Figure 1. Track usage over the die (run 1).
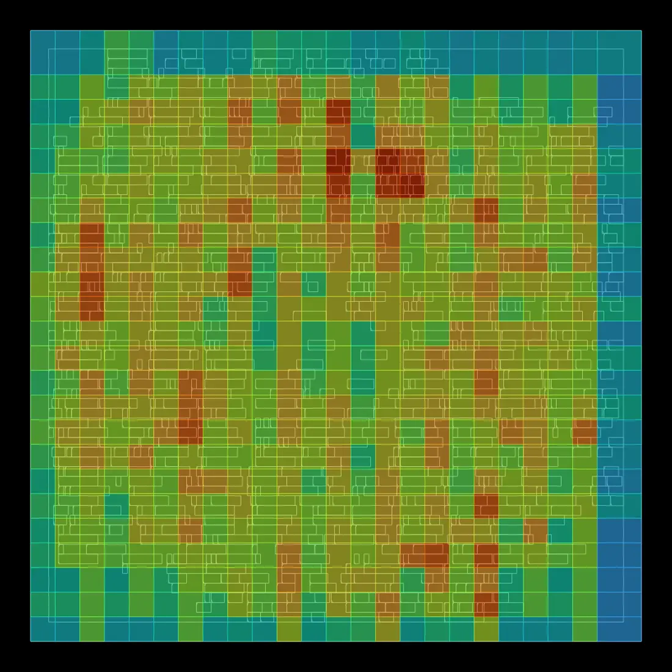
Figure 2. Layout detail (run 1).
Bar = 5 um. Window x 76 to 96, y 110 to 130 um. Cells in gray, sequential cells in the stronger gray; small squares are vias.
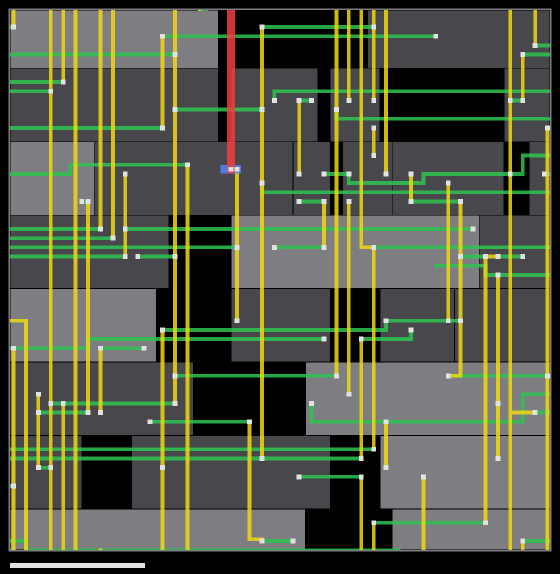
Figure 3. Gate-type map (run 1).
Bar = 50 um.
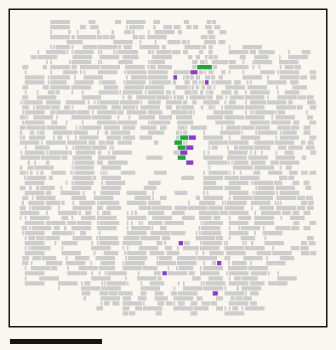
Figure 4. Metal layers overlaid (run 1).
Bar = 50 um.
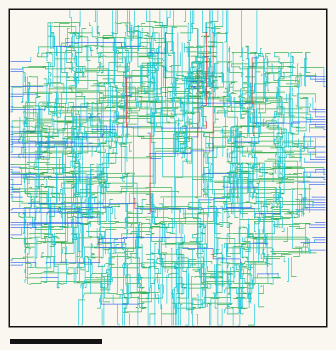
==> src/rtl/instr_buffer_pkg.sv <==
// Shared CPU constants used by the instruction buffer.
package instr_buffer_pkg;

    localparam int INSTR_WIDTH = 32;
    localparam int IB_DEPTH    = 4;

endpackage

==> src/rtl/instr_buffer_ram.sv <==
// DEPTH x DATA_W storage: one falling-edge write port, one combinational read port.
module instr_buffer_ram #(
    parameter int DATA_W = 64,
    parameter int DEPTH  = 4,
    localparam int AW    = $clog2(DEPTH)
) (
    input  logic              CLK,
    input  logic              we,
    input  logic [AW-1:0]     waddr,
    input  logic [DATA_W-1:0] wdata,
    input  logic [AW-1:0]     raddr,
    output logic [DATA_W-1:0] rdata
);

    logic [DATA_W-1:0] mem [DEPTH];

    // Write the addressed entry on the falling edge; contents are never reset.
    always_ff @(negedge CLK) begin
        if (we) begin
            mem[waddr] <= wdata;
        end
    end

    assign rdata = mem[raddr];

endmodule

==> src/rtl/instr_buffer.sv <==
// Circular instruction buffer between instruction fetch and decode.
module instr_buffer
    import instr_buffer_pkg::*;
#(
    parameter int WIDTH = INSTR_WIDTH,
    parameter int DEPTH = IB_DEPTH,
    localparam int CW   = $clog2(DEPTH) + 1
) (
    input  logic             CLK,
    input  logic             Reset,
    input  logic             IRWre,
    input  logic [WIDTH-1:0] InstructionIn,
    input  logic [WIDTH-1:0] PCIn,
    input  logic             Pop,
    input  logic             Flush,
    output logic [WIDTH-1:0] IRReg,
    output logic [WIDTH-1:0] PCReg,
    output logic             Valid,
    output logic             Full,
    output logic [CW-1:0]    Count,
    output logic             Overflow,
    output logic             Underflow
);

    localparam int PW = $clog2(DEPTH);

    logic [PW-1:0]      rd_ptr;
    logic [PW-1:0]      wr_ptr;
    logic [CW-1:0]      count;
    logic               overflow;
    logic               underflow;
    logic               push;
    logic               pop;
    logic               drop;
    logic               empty_pop;
    logic [2*WIDTH-1:0] rd_data;

    // Status comes from registered state only.
    assign Valid = (count != '0);
    assign Full  = (count == CW'(DEPTH));
    assign Count = count;

    assign Overflow  = overflow;
    assign Underflow = underflow;

    // Qualify requests; a full buffer still accepts a push when the head leaves on the same edge.
    always_comb begin
        push      = 1'b0;
        pop       = 1'b0;
        drop      = 1'b0;
        empty_pop = 1'b0;
        if (!Flush) begin
            push      = IRWre && (!Full || Pop);
            pop       = Pop && Valid;
            drop      = IRWre && Full && !Pop;
            empty_pop = Pop && !Valid;
        end
    end

    // Pointer, occupancy and sticky error flag update on the falling edge.
    always_ff @(negedge CLK or negedge Reset) begin
        if (!Reset) begin
            rd_ptr    <= '0;
            wr_ptr    <= '0;
            count     <= '0;
            overflow  <= 1'b0;
            underflow <= 1'b0;
        end else if (Flush) begin
            rd_ptr    <= '0;
            wr_ptr    <= '0;
            count     <= '0;
            overflow  <= 1'b0;
            underflow <= 1'b0;
        end else begin
            if (push) begin
                wr_ptr <= wr_ptr + 1'b1;
            end
            if (pop) begin
                rd_ptr <= rd_ptr + 1'b1;
            end
            if (push && !pop) begin
                count <= count + 1'b1;
            end else if (pop && !push) begin
                count <= count - 1'b1;
            end
            overflow  <= overflow  | drop;
            underflow <= underflow | empty_pop;
        end
    end

    instr_buffer_ram #(
        .DATA_W (2 * WIDTH),
        .DEPTH  (DEPTH)
    ) u_ram (
        .CLK   (CLK),
        .we    (push && Reset),
        .waddr (wr_ptr),
        .wdata ({InstructionIn, PCIn}),
        .raddr (rd_ptr),
        .rdata (rd_data)
    );

    // Head entry is presented only while something is buffered.
    always_comb begin
        IRReg = '0;
        PCReg = '0;
        if (Valid) begin
            IRReg = rd_data[2*WIDTH-1:WIDTH];
            PCReg = rd_data[WIDTH-1:0];
        end
    end

endmodule

==> config.mk <==
export PLATFORM = sky130hd
export DESIGN_NAME = instr_buffer
export DESIGN_NICKNAME = d
export VERILOG_FILES = /design/src/rtl/instr_buffer_pkg.sv /design/src/rtl/instr_buffer_ram.sv /design/src/rtl/instr_buffer.sv
export SDC_FILE = /design/constraint.sdc
export NUM_CORES = 1
export LEC_CHECK = 0
export CORE_MARGIN = 5
export CORE_UTILIZATION = 40
export CTS_CLUSTER_SIZE = 24
export DETAILED_ROUTE_END_ITERATION = 8
export SLEW_MARGIN = 10
export SYNTH_ARGS = -nofsm -noshare
export SYNTH_HDL_FRONTEND = slang
export SYNTH_SLANG_ARGS = --single-unit
==> constraint.sdc <==
create_clock -name CLK -period 6 [get_ports CLK]
set_input_delay 1.8 -clock CLK [delete_from_list [all_inputs] [get_ports CLK]]
set_output_delay 1.8 -clock CLK [all_outputs]
set_load 0.02 [all_outputs]
==> impl_metrics.env, run 1 <==
# implementation run metrics
export IMPL_run_status="finished with violations"
export IMPL_tightestPinTransition_ns=0.452
export IMPL_fin_skew_ns=0.0618
export IMPL_gp_congestion=0.757
export IMPL_wire_per_inst_um=18.4
export IMPL_cts_root_buf="clkbuf_16"
export IMPL_pre_cts_slack_ns=-0.877
export IMPL_ys_types=39
export IMPL_vias_per_cell=4.78
export IMPL_setup_violations_final=69
export IMPL_hp_class="register to register"
export IMPL_cts_inserted_buffers=29
export IMPL_routed_wl_um=24100
export IMPL_cap_viol_max_count=0
export IMPL_fp_util=0.402
export IMPL_drive_gt1_frac=0.330
export IMPL_ys_seq_elements=265
export IMPL_syn_inst=481
export IMPL_intPower_mw=4.78
export IMPL_ctsHoldBuffers=0
export IMPL_edf_count=256
export IMPL_p_switching_mw=2.29
export IMPL_cts_tree="done"
export IMPL_fin_ws_ns=-1.03
export IMPL_pwr_density_cell_nw_per_um2=461
export IMPL_die_w_um=171
export IMPL_num_vias=6264
export IMPL_grt_pass1_vias=7385
export IMPL_yosys_cells=481
export IMPL_cp_end_kind="primary output"
export IMPL_yosys_area_share_aoi=0.00989
export IMPL_finalHoldWorstSlack_ns=0.463
export IMPL_worstPathMaxFanout=6
export IMPL_die_h_um=171
export IMPL_ant_nets=0
export IMPL_pwr_share_clk=0.350
export IMPL_antenna_found_initial=0
export IMPL_final_cell_mix="inv_1 (269), edfxtp_1 (256), clkdlybuf4s50_1 (65)"
export IMPL_worst_setup_path_start_kind="register"
export IMPL_peakVddDrop_uv=332
export IMPL_violations="setup timing"
export IMPL_htreeDepth=1
export IMPL_p_leak_nw=6.38
export IMPL_synthMuxAreaShare=0.142
export IMPL_min_from="Overflow$_DFF_NN0_"
export IMPL_rsz0062_at_grt="true"
export IMPL_core_area_um2=25800
Back to the opening pictures, Figure 1:
met2 global-route usage: 0.277
met1 Use GR: 0.190
gr busiest metal: met2
GR Util met3: 0.0659

Back to the opening pictures, Figure 2:
[metal 3] blue
[metal 1] green
[metal 2] yellow
[metal 4] red
sequential cells in the window: 6
most frequent: buf_12 (4), dfrtn_1 (4)
netlist names of flops here include: rd_ptr (2), u_ram.mem (2), wr_ptr (2)
cells with their middle in the window: 21

Back to the opening pictures, Figure 3:
[fa/ha/maj cells] green | cells: 5 | most used: ha_1 | where: middle
[and/or cells] purple | cells: 11 | most used: and3_4
top logic cell by instance count in the layout: inv_1
Post-Layout Cell Count: 1311
Comb/total area: 0.171

Back to the opening pictures, Figure 4:
[metal 4] red | wire length: 314 um
[metal 2] cyan | wire length: 12700 um
[metal 1] green | wire length: 9530 um
[metal 3] blue | wire length: 1610 um

==> run 1: cells by family after synthesis <==
family                     Yosys count
DFF                                265
and+or+nand+nor                     90
muxes                               67
buffers and inverters               36
AOI/OAI and AO/OA                   15
adders and majority gates            5
xor gates and xnor gates             3
==> run 1: worst max-delay path, stage by stage, from the launching register on <==
cell and delay (ns):
dfrtn_1 0.43, buf_6 0.14, buf_12 0.15, buf_12 0.12, buf_12 0.10, mux4_2 0.48
nor2b_4 0.14, buf_6 0.13
==> run 1: through the flow <==
step | util | power [mW]
finish | 0.594 | 7.07
CTS | 0.590 | 7.14
global placement | 0.501 | 4.57
floorplan | - | 3.67
global route | 0.594 | 7.57
detailed placement | 0.501 | 4.58
==> run 1: worst paths after layout <==
check                                         to  slack (ns)  cells after the start
max                                    PCReg[26]       -1.03                      7
min                           Overflow$_DFF_NN0_        0.46                      2
max reg2reg                 Count[2]$_DFFE_NN0P_        3.67                      9
min reg2reg                   Overflow$_DFF_NN0_        0.46                      2
max in group asynchronous  wr_ptr[0]$_DFFE_NN0P_        1.33                      2
min in group asynchronous   Count[1]$_DFFE_NN0P_        4.50                      2
==> run 1: final cells by class <==
type                            instances  area share
Clock inverter                        275      0.0786
Multi-Input combinational cell        180       0.171
Timing Repair Buffer                  219       0.157
Inverter                                7     0.00171
Clock buffer                           30      0.0489
Sequential cell                       265       0.515
Tap cell                              335      0.0273
==> run 1: cells in the mapped netlist (all sizes together) (2+ instances only) <==
cell type | n | area [um^2]
and3 | 4 | 25.0
and2b | 4 | 30.0
dfrtn | 9 | 225
mux4 | 64 | 1440
edfxtp | 256 | 7690
nand3 | 2 | 10.0
o2111ai | 2 | 17.5
inv | 8 | 30.0
a21boi | 2 | 18.8
nand2b | 2 | 12.5
ha | 4 | 50.1
o21ai | 3 | 15.0
buf | 19 | 156
a31oi | 3 | 18.8
clkbuf | 9 | 33.8
a21oi | 3 | 15.0
mux2i | 2 | 20.0
xor2 | 2 | 17.5
nand2 | 2 | 7.51
nor2 | 6 | 22.5
nor2b | 62 | 388
==> run 1: registers in the layout, indices dropped and copies added (netlist names) <==
signal	cells
rd_ptr	2
Underflow	1
wr_ptr	2
Overflow	1
u_ram.mem	256
Count	3
==> run 1: metal layers <==
metal	up-vias	GRT usage	wire, um
met3	25	0.0659	1610
met1	3160	0.190	9530
met5	-	0	0
met4	0	0.0713	314
li1	2890	-	-
met2	189	0.277	12700
==> run 1: power groups by stage <==
stage / sequential, mW / combinational (mW) / clock [mW]
after floorplan: 2.16 / 1.26 / 0.253
after detailed placement: 2.16 / 2.17 / 0.253
final: 2.13 / 2.46 / 2.48
after CTS: 2.13 / 2.44 / 2.57
after global placement: 2.15 / 2.16 / 0.253
after global routing: 2.13 / 2.62 / 2.82
==> run 1: repair_timing <==
action / 4_1_cts / 5_1_grt
endpoints found under the setup margin: 328 / 196
setup buffers: 22 / 15
pin swaps: 2 / 2
cloned: 3 / 1
gates resized: 418 / 26
--- run 2 (diff from run 1) ---
--- a/config.mk
+++ b/config.mk
@@ -6,9 +6,10 @@
 export NUM_CORES = 1
 export LEC_CHECK = 0
 export CORE_MARGIN = 5
-export CORE_UTILIZATION = 40
+export CORE_UTILIZATION = 59
 export CTS_CLUSTER_SIZE = 24
 export DETAILED_ROUTE_END_ITERATION = 8
+export PLACE_DENSITY = 0.85
 export SLEW_MARGIN = 10
 export SYNTH_ARGS = -nofsm -noshare
 export SYNTH_HDL_FRONTEND = slang
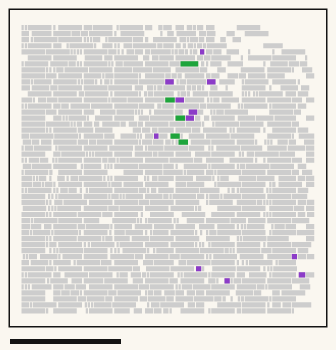
Figure 5: run 2, gate-type map.
Bar = 50 um.
[fa/ha/maj cells] green | cells: 5 | most used: ha_1
[and/or cells] purple | cells: 11 | most used: and3_4
Comb/total area: 0.177
Post-Layout Cell Count: 1197

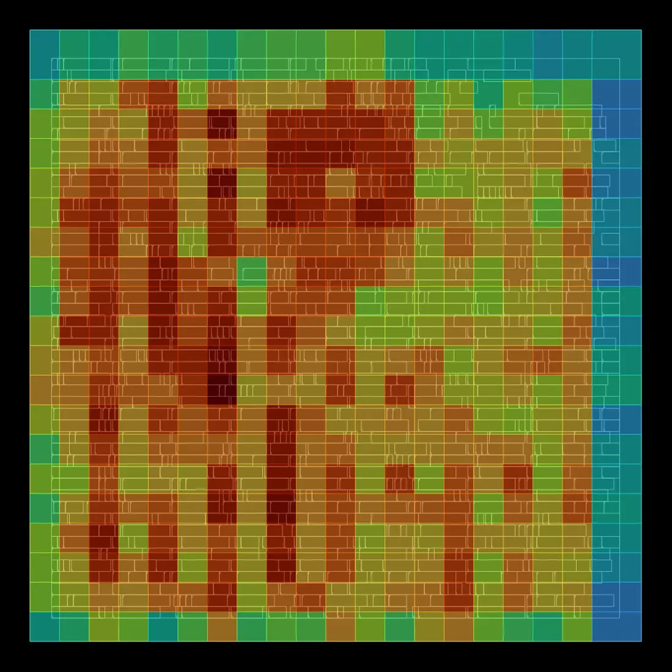
Figure 6: run 2, track usage over the die.
Wirelength per Cell: 27.8 um
gr usage total: 0.309
GR Util met3: 0.112

==> run 2 against run 1 <==
  * The run still ends with setup timing left
  * Routed wire length grew 38%
  * Die area shrank 30%
  * Clock power rose by 6%
  * Critical endpoint is now PCReg[19]
  * Highest routed layer unchanged
==> impl_metrics.env, run 2 <==
# implementation run metrics
export IMPL_ys_seq_elements=265
export IMPL_run_status="finished with violations"
export IMPL_cts_root_buf="clkbuf_16"
export IMPL_setup_violations_final=69
export IMPL_synth_area_top_cells="edfxtp_1 (74%), mux4_2 (14%), nor2b_1 (3.7%), dfrtn_1 (2.2%), buf_6 (0.54%)"
export IMPL_worstPathMaxFanout=8
export IMPL_cp_end_kind="primary output"
export IMPL_ctsHoldBuffers=0
export IMPL_power_mw=7.63
export IMPL_routed_wl_um=33300
export IMPL_yosysMostFrequentCell="edfxtp_1"
export IMPL_crit_path_top_delay_cell="mux4_2"
export IMPL_edf_count=256
export IMPL_fin_ws_ns=-1.12
export IMPL_intPower_mw=4.80
export IMPL_pwr_density_cell_nw_per_um2=496
export IMPL_crit_buf_inv=4
export IMPL_vias_per_cell=5.97
export IMPL_crit_chain="buf_12, buf_12, buf_12, mux4_2, nor2b_4, buf_6"
export IMPL_peakVddDrop_uv=447
export IMPL_ant_nets=0
export IMPL_violations="setup timing"
export IMPL_fin_skew_ns=0.148
export IMPL_hp_class="register to register"
export IMPL_max_stage_delay_ns=0.56
export IMPL_cts_tree="done"
export IMPL_p_switching_mw=2.84
export IMPL_syn_inst=481
export IMPL_antenna_found_initial=0
export IMPL_drive_gt1_frac=0.334
export IMPL_final_core_util=0.890
export IMPL_grt_pass1_vias=8106
export IMPL_synthTopCellsByCount="edfxtp_1 (256), mux4_2 (64), nor2b_1 (62)"
export IMPL_pwr_share_clk=0.344
export IMPL_die_w_um=143
export IMPL_synthMuxAreaShare=0.142
export IMPL_htreeDepth=1
export IMPL_layout_top_cell="inv_1"
export IMPL_yosys_cells=481
export IMPL_tightestPinTransition_ns=0.749
export IMPL_worst_setup_path_start_kind="register"
export IMPL_core_area_um2=17300
export IMPL_gp_congestion=0.783
export IMPL_critPathMostFrequentCell="buf_12"
export IMPL_largest_reg_flops=256
export IMPL_top_register="u_ram.mem"
export IMPL_die_h_um=143
export IMPL_yosys_area_share_aoi=0.00989
export IMPL_finalHoldWorstSlack_ns=0.537
export IMPL_yosysTopAreaCell="edfxtp_1"
export IMPL_p_leak_nw=6.46
[run 2: per-stage QoR]
stage / TNS [ns] / setup WS (ns)
final: -66.08 / -1.12
after global routing: -69.33 / -1.14
after CTS: -65.55 / -1.08
after detailed placement: -222.43 / -0.885
after global placement: -199.81 / -0.876
after floorplan: -46.14 / -0.319
[run 2: timing repair]
action | 4_1_cts | 5_1_grt
gates cloned | 5 | 0
endpoints found under the setup margin | 319 | 69
pin swaps | 3 | 2
gates resized | 465 | 40
buffers inserted | 17 | 8
[run 2: cell families (layout without fill, tap and decap cells)]
kind of cell,Yosys count,after routing
AOI/OAI and AO/OA,15,15
and+or+nand+nor,90,90
muxes,67,67
DFF,265,265
xor gates and xnor gates,3,3
buffers and inverters,36,527
adders and majority gates,5,5
[run 2: layout make-up]
| cell class | instances | area share |
|---|---|---|
| flip-flops and latches | 265 | 0.514 |
| multi-input cells | 180 | 0.177 |
| clock buffers | 28 | 0.0455 |
| clock inverters | 274 | 0.0738 |
| inverters | 7 | 0.00187 |
| repair buffers | 218 | 0.169 |
| well taps | 225 | 0.0183 |
[run 2: power by group through the flow]
| stage | combinational (mW) | sequential, mW | clock [mW] |
|---|---|---|---|
| after floorplan | 1.26 | 2.16 | 0.253 |
| after global placement | 2.18 | 2.15 | 0.253 |
| after detailed placement | 2.22 | 2.15 | 0.253 |
| after CTS | 2.70 | 2.13 | 2.51 |
| after global routing | 2.98 | 2.13 | 2.86 |
| final | 2.88 | 2.13 | 2.63 |
[run 2: worst paths after layout]
| kind | start | to | slack (ns) | depth (start not counted) |
|---|---|---|---|---|
| hold / removal | Underflow$_DFF_NN0_ | Underflow$_DFF_NN0_ | 0.54 | 2 |
| max in group asynchronous | Reset | rd_ptr[1]$_DFFE_NN0P_ | 1.34 | 2 |
| hold reg to reg | Underflow$_DFF_NN0_ | Underflow$_DFF_NN0_ | 0.54 | 2 |
| setup / recovery | rd_ptr[0]$_DFFE_NN0P_ | PCReg[19] | -1.12 | 6 |
| setup reg to reg | Count[1]$_DFFE_NN0P_ | Count[2]$_DFFE_NN0P_ | 3.34 | 12 |
| min in group asynchronous | Reset | wr_ptr[0]$_DFFE_NN0P_ | 4.47 | 2 |
[run 2: worst min-delay path: cells and delay by family (launching register included)]
family          cells  cell delay, ns
compound gates      1            0.06
flops               1            0.41
simple gates        1            0.13
[run 2: metal layers]
| metal | vias to the layer above | GRT usage | wire length [um] |
|---|---|---|---|
| met5 | - | 0 | 0 |
| met3 | 125 | 0.112 | 3390 |
| li1 | 2890 | - | - |
| met2 | 596 | 0.532 | 17600 |
| met4 | 0 | 0.168 | 1710 |
| met1 | 3536 | 0.332 | 10700 |
--- run 3 (diff from run 2) ---
==> constraint.sdc (replaced) <==
create_clock -name CLK -period 8.4 [get_ports CLK]
set_input_delay 2.52 -clock CLK [delete_from_list [all_inputs] [get_ports CLK]]
set_output_delay 2.52 -clock CLK [all_outputs]
set_load 0.02 [all_outputs]
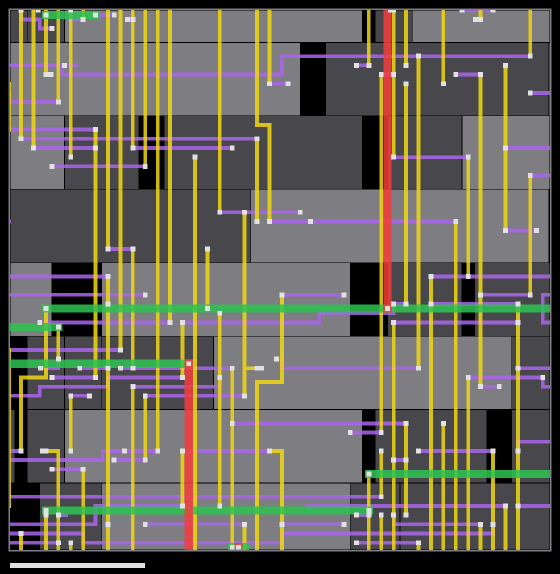
Figure 7: run 3, layout detail.
Bar = 5 um. Window x 61 to 81, y 90 to 110 um. Cells in gray, sequential cells in the stronger gray; small squares are vias.
[metal 1] purple
[metal 4] red
[metal 2] yellow
[metal 3] green
cells with their middle in the window: 22
most frequent: edfxtp_1 (4), inv_1 (3), buf_4 (3)
sequential cells in the window: 6
netlist names of flops here include: u_ram.mem (4), wr_ptr (2)

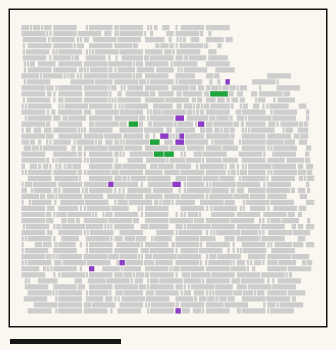
Figure 8: run 3, gate-type map.
Bar = 50 um.
[fa/ha/maj cells] green | cells: 5 | most used: ha_1 | where: middle
[and/or cells] purple | cells: 11
Post-Layout Cell Count: 1170
Comb/total area: 0.167

==> run 3 against run 2 <==
  * The run still ends with setup timing left
  * Synthesized area unchanged
  * Flip-flop count stayed put
  * Final area down 6.1%
  * Clock skew shrank 0.044 ns
  * Utilization is 5.4 points lower
  * Clock power shrank 32%
  * Setup slack improved by 0.53 ns
  * Via count decreased by 6.4%
  * Register-to-register slack gained 2.8 ns
  * First-iteration DRC count shrank 17%
  * Die area unchanged
  * Combinational power decreased by 46%
  * Largest power group is now clock
==> impl_metrics.env, run 3 <==
# implementation run metrics
export IMPL_dieArea_um2=20300
export IMPL_numPortBuffers=139
export IMPL_cts_tree="done"
export IMPL_reg2reg_depth=8
export IMPL_die_h_um=143
export IMPL_syn_inst=481
export IMPL_synthTopCellsByCount="edfxtp_1 (256), mux4_2 (64), nor2b_1 (62)"
export IMPL_grt_pass1_vias=7844
export IMPL_antenna_found_initial=1
export IMPL_top_register="u_ram.mem"
export IMPL_yosys_cells=481
export IMPL_tns_ns=-32.66
export IMPL_hp_class="register to register"
export IMPL_worstPathMaxFanout=7
export IMPL_run_status="finished with violations"
export IMPL_setup_violations_final=64
export IMPL_power_mw=4.85
export IMPL_cap_viol_max_count=0
export IMPL_p_leak_nw=5.96
export IMPL_layout_top_cell="inv_1"
export IMPL_num_vias=6689
export IMPL_yosysMostFrequentCell="edfxtp_1"
export IMPL_tightestPinTransition_ns=0.411
export IMPL_gp_congestion=0.756
export IMPL_cp_end_kind="primary output"
export IMPL_yosys_area_top_type_share=0.741
export IMPL_drive_gt1_frac=0.269
export IMPL_ant_nets=0
export IMPL_pre_cts_slack_ns=-0.426
export IMPL_ctsHoldBuffers=0
export IMPL_ys_seq_elements=265
export IMPL_grt_usage=0.281
export IMPL_largest_reg_flops=256
export IMPL_htreeDepth=1
export IMPL_wire_per_inst_um=25.4
export IMPL_vias_per_cell=5.72
export IMPL_final_core_util=0.836
export IMPL_syn_cell_area_um2=10400
export IMPL_rsz0062_at_grt="true"
export IMPL_synth_area_top_cells="edfxtp_1 (74%), mux4_2 (14%), nor2b_1 (3.7%), dfrtn_1 (2.2%), buf_6 (0.54%)"
export IMPL_core_area_um2=17300
export IMPL_fin_ws_ns=-0.592
export IMPL_cts_root_buf="clkbuf_16"
export IMPL_whs_path_depth=2
export IMPL_violations="setup timing"
export IMPL_drc=0
export IMPL_die_w_um=143
export IMPL_final_cell_mix="inv_1 (268), edfxtp_1 (256), clkdlybuf4s50_1 (70)"
export IMPL_yosysTopAreaCell="edfxtp_1"
export IMPL_ys_types=39
export IMPL_peakVddDrop_uv=266
export IMPL_edf_count=256
export IMPL_worst_setup_path_start_kind="register"
export IMPL_fin_skew_ns=0.104
export IMPL_hold_viol_final=0
export IMPL_cts_inserted_buffers=27
-- run 3: cell counts after synthesis --
Identical to the previous run, type by type.
-- run 3: final timing paths --
| kind | startpoint | endpoint | slack (ns) |
|---|---|---|---|
| min | Underflow$_DFF_NN0_ | Underflow$_DFF_NN0_ | 0.46 |
| max | rd_ptr[0]$_DFFE_NN0P_ | PCReg[23] | -0.59 |
| max reg2reg | Count[2]$_DFFE_NN0P_ | Count[2]$_DFFE_NN0P_ | 6.11 |
| min reg2reg | Underflow$_DFF_NN0_ | Underflow$_DFF_NN0_ | 0.46 |
| min in group asynchronous | Reset | Count[1]$_DFFE_NN0P_ | 6.45 |
| max in group asynchronous | Reset | Overflow$_DFF_NN0_ | 1.77 |
-- run 3: repair_timing --
action                     4_1_cts  5_1_grt
resized                        337       63
pin swaps                        1        1
gates cloned                     7        0
setup endpoints to repair       69       65
buffers inserted                15        2
-- run 3: routing by layer --
metal / global-route usage / routed length (um) / vias to the layer above / part of all wire
li1: - / - / 2826 / -
met1: 0.315 / 10100 / 3369 / 0.34
met2: 0.475 / 15900 / 428 / 0.53
met3: 0.115 / 2980 / 64 / 0.10
met4: 0.124 / 776 / 2 / 0.026
met5: 0 / 20 / - / 0.00067
-- run 3: cell families after synthesis --
kind of cell / count (synthesis) / synth area share
AND-OR/OR-AND: 15 / 0.00989
buffers and inverters: 36 / 0.0212
AND/OR/NAND/NOR: 90 / 0.0551
multiplexers: 67 / 0.142
XOR/XNOR: 3 / 0.00253
flip-flops: 265 / 0.763
adder cells (fa/ha/maj): 5 / 0.00675
-- run 3: power breakdown --
part / leakage (nW) / internal, mW / switching (mW)
clock network: 1.78 / 0.834 / 0.944
registers: 2.43 / 1.50 / 0.0222
logic: 1.75 / 0.743 / 0.808
-- run 3: layout make-up --
type | instances | area [um^2]
Sequential cell | 265 | 7910
Clock buffer | 29 | 704
Inverter | 7 | 26.3
Timing Repair Buffer | 188 | 2000
Tap cell | 225 | 282
Fill cell | 715 | 2830
Multi-Input combinational cell | 180 | 2420
Clock inverter | 276 | 1120
-- run 3: worst max-delay path, stage by stage (launching register included) --
cell     delay, ns
dfrtn_1       0.47
buf_6         0.19
buf_16        0.15
buf_6         0.11
mux4_2        0.51
nor2b_4       0.15
buf_6         0.13
-- run 3: per-stage QoR --
stage               cell area [um^2]  instances  hold WS [ns]
floorplan                      10400        481         0.480
global placement               12300        847         0.441
detailed placement             12300        847         0.454
CTS                            14400       1173         0.456
global route                   14500       1170         0.493
finish                         14500       1170         0.462
No activity file was given, so power comes from the tool's default toggle rates.
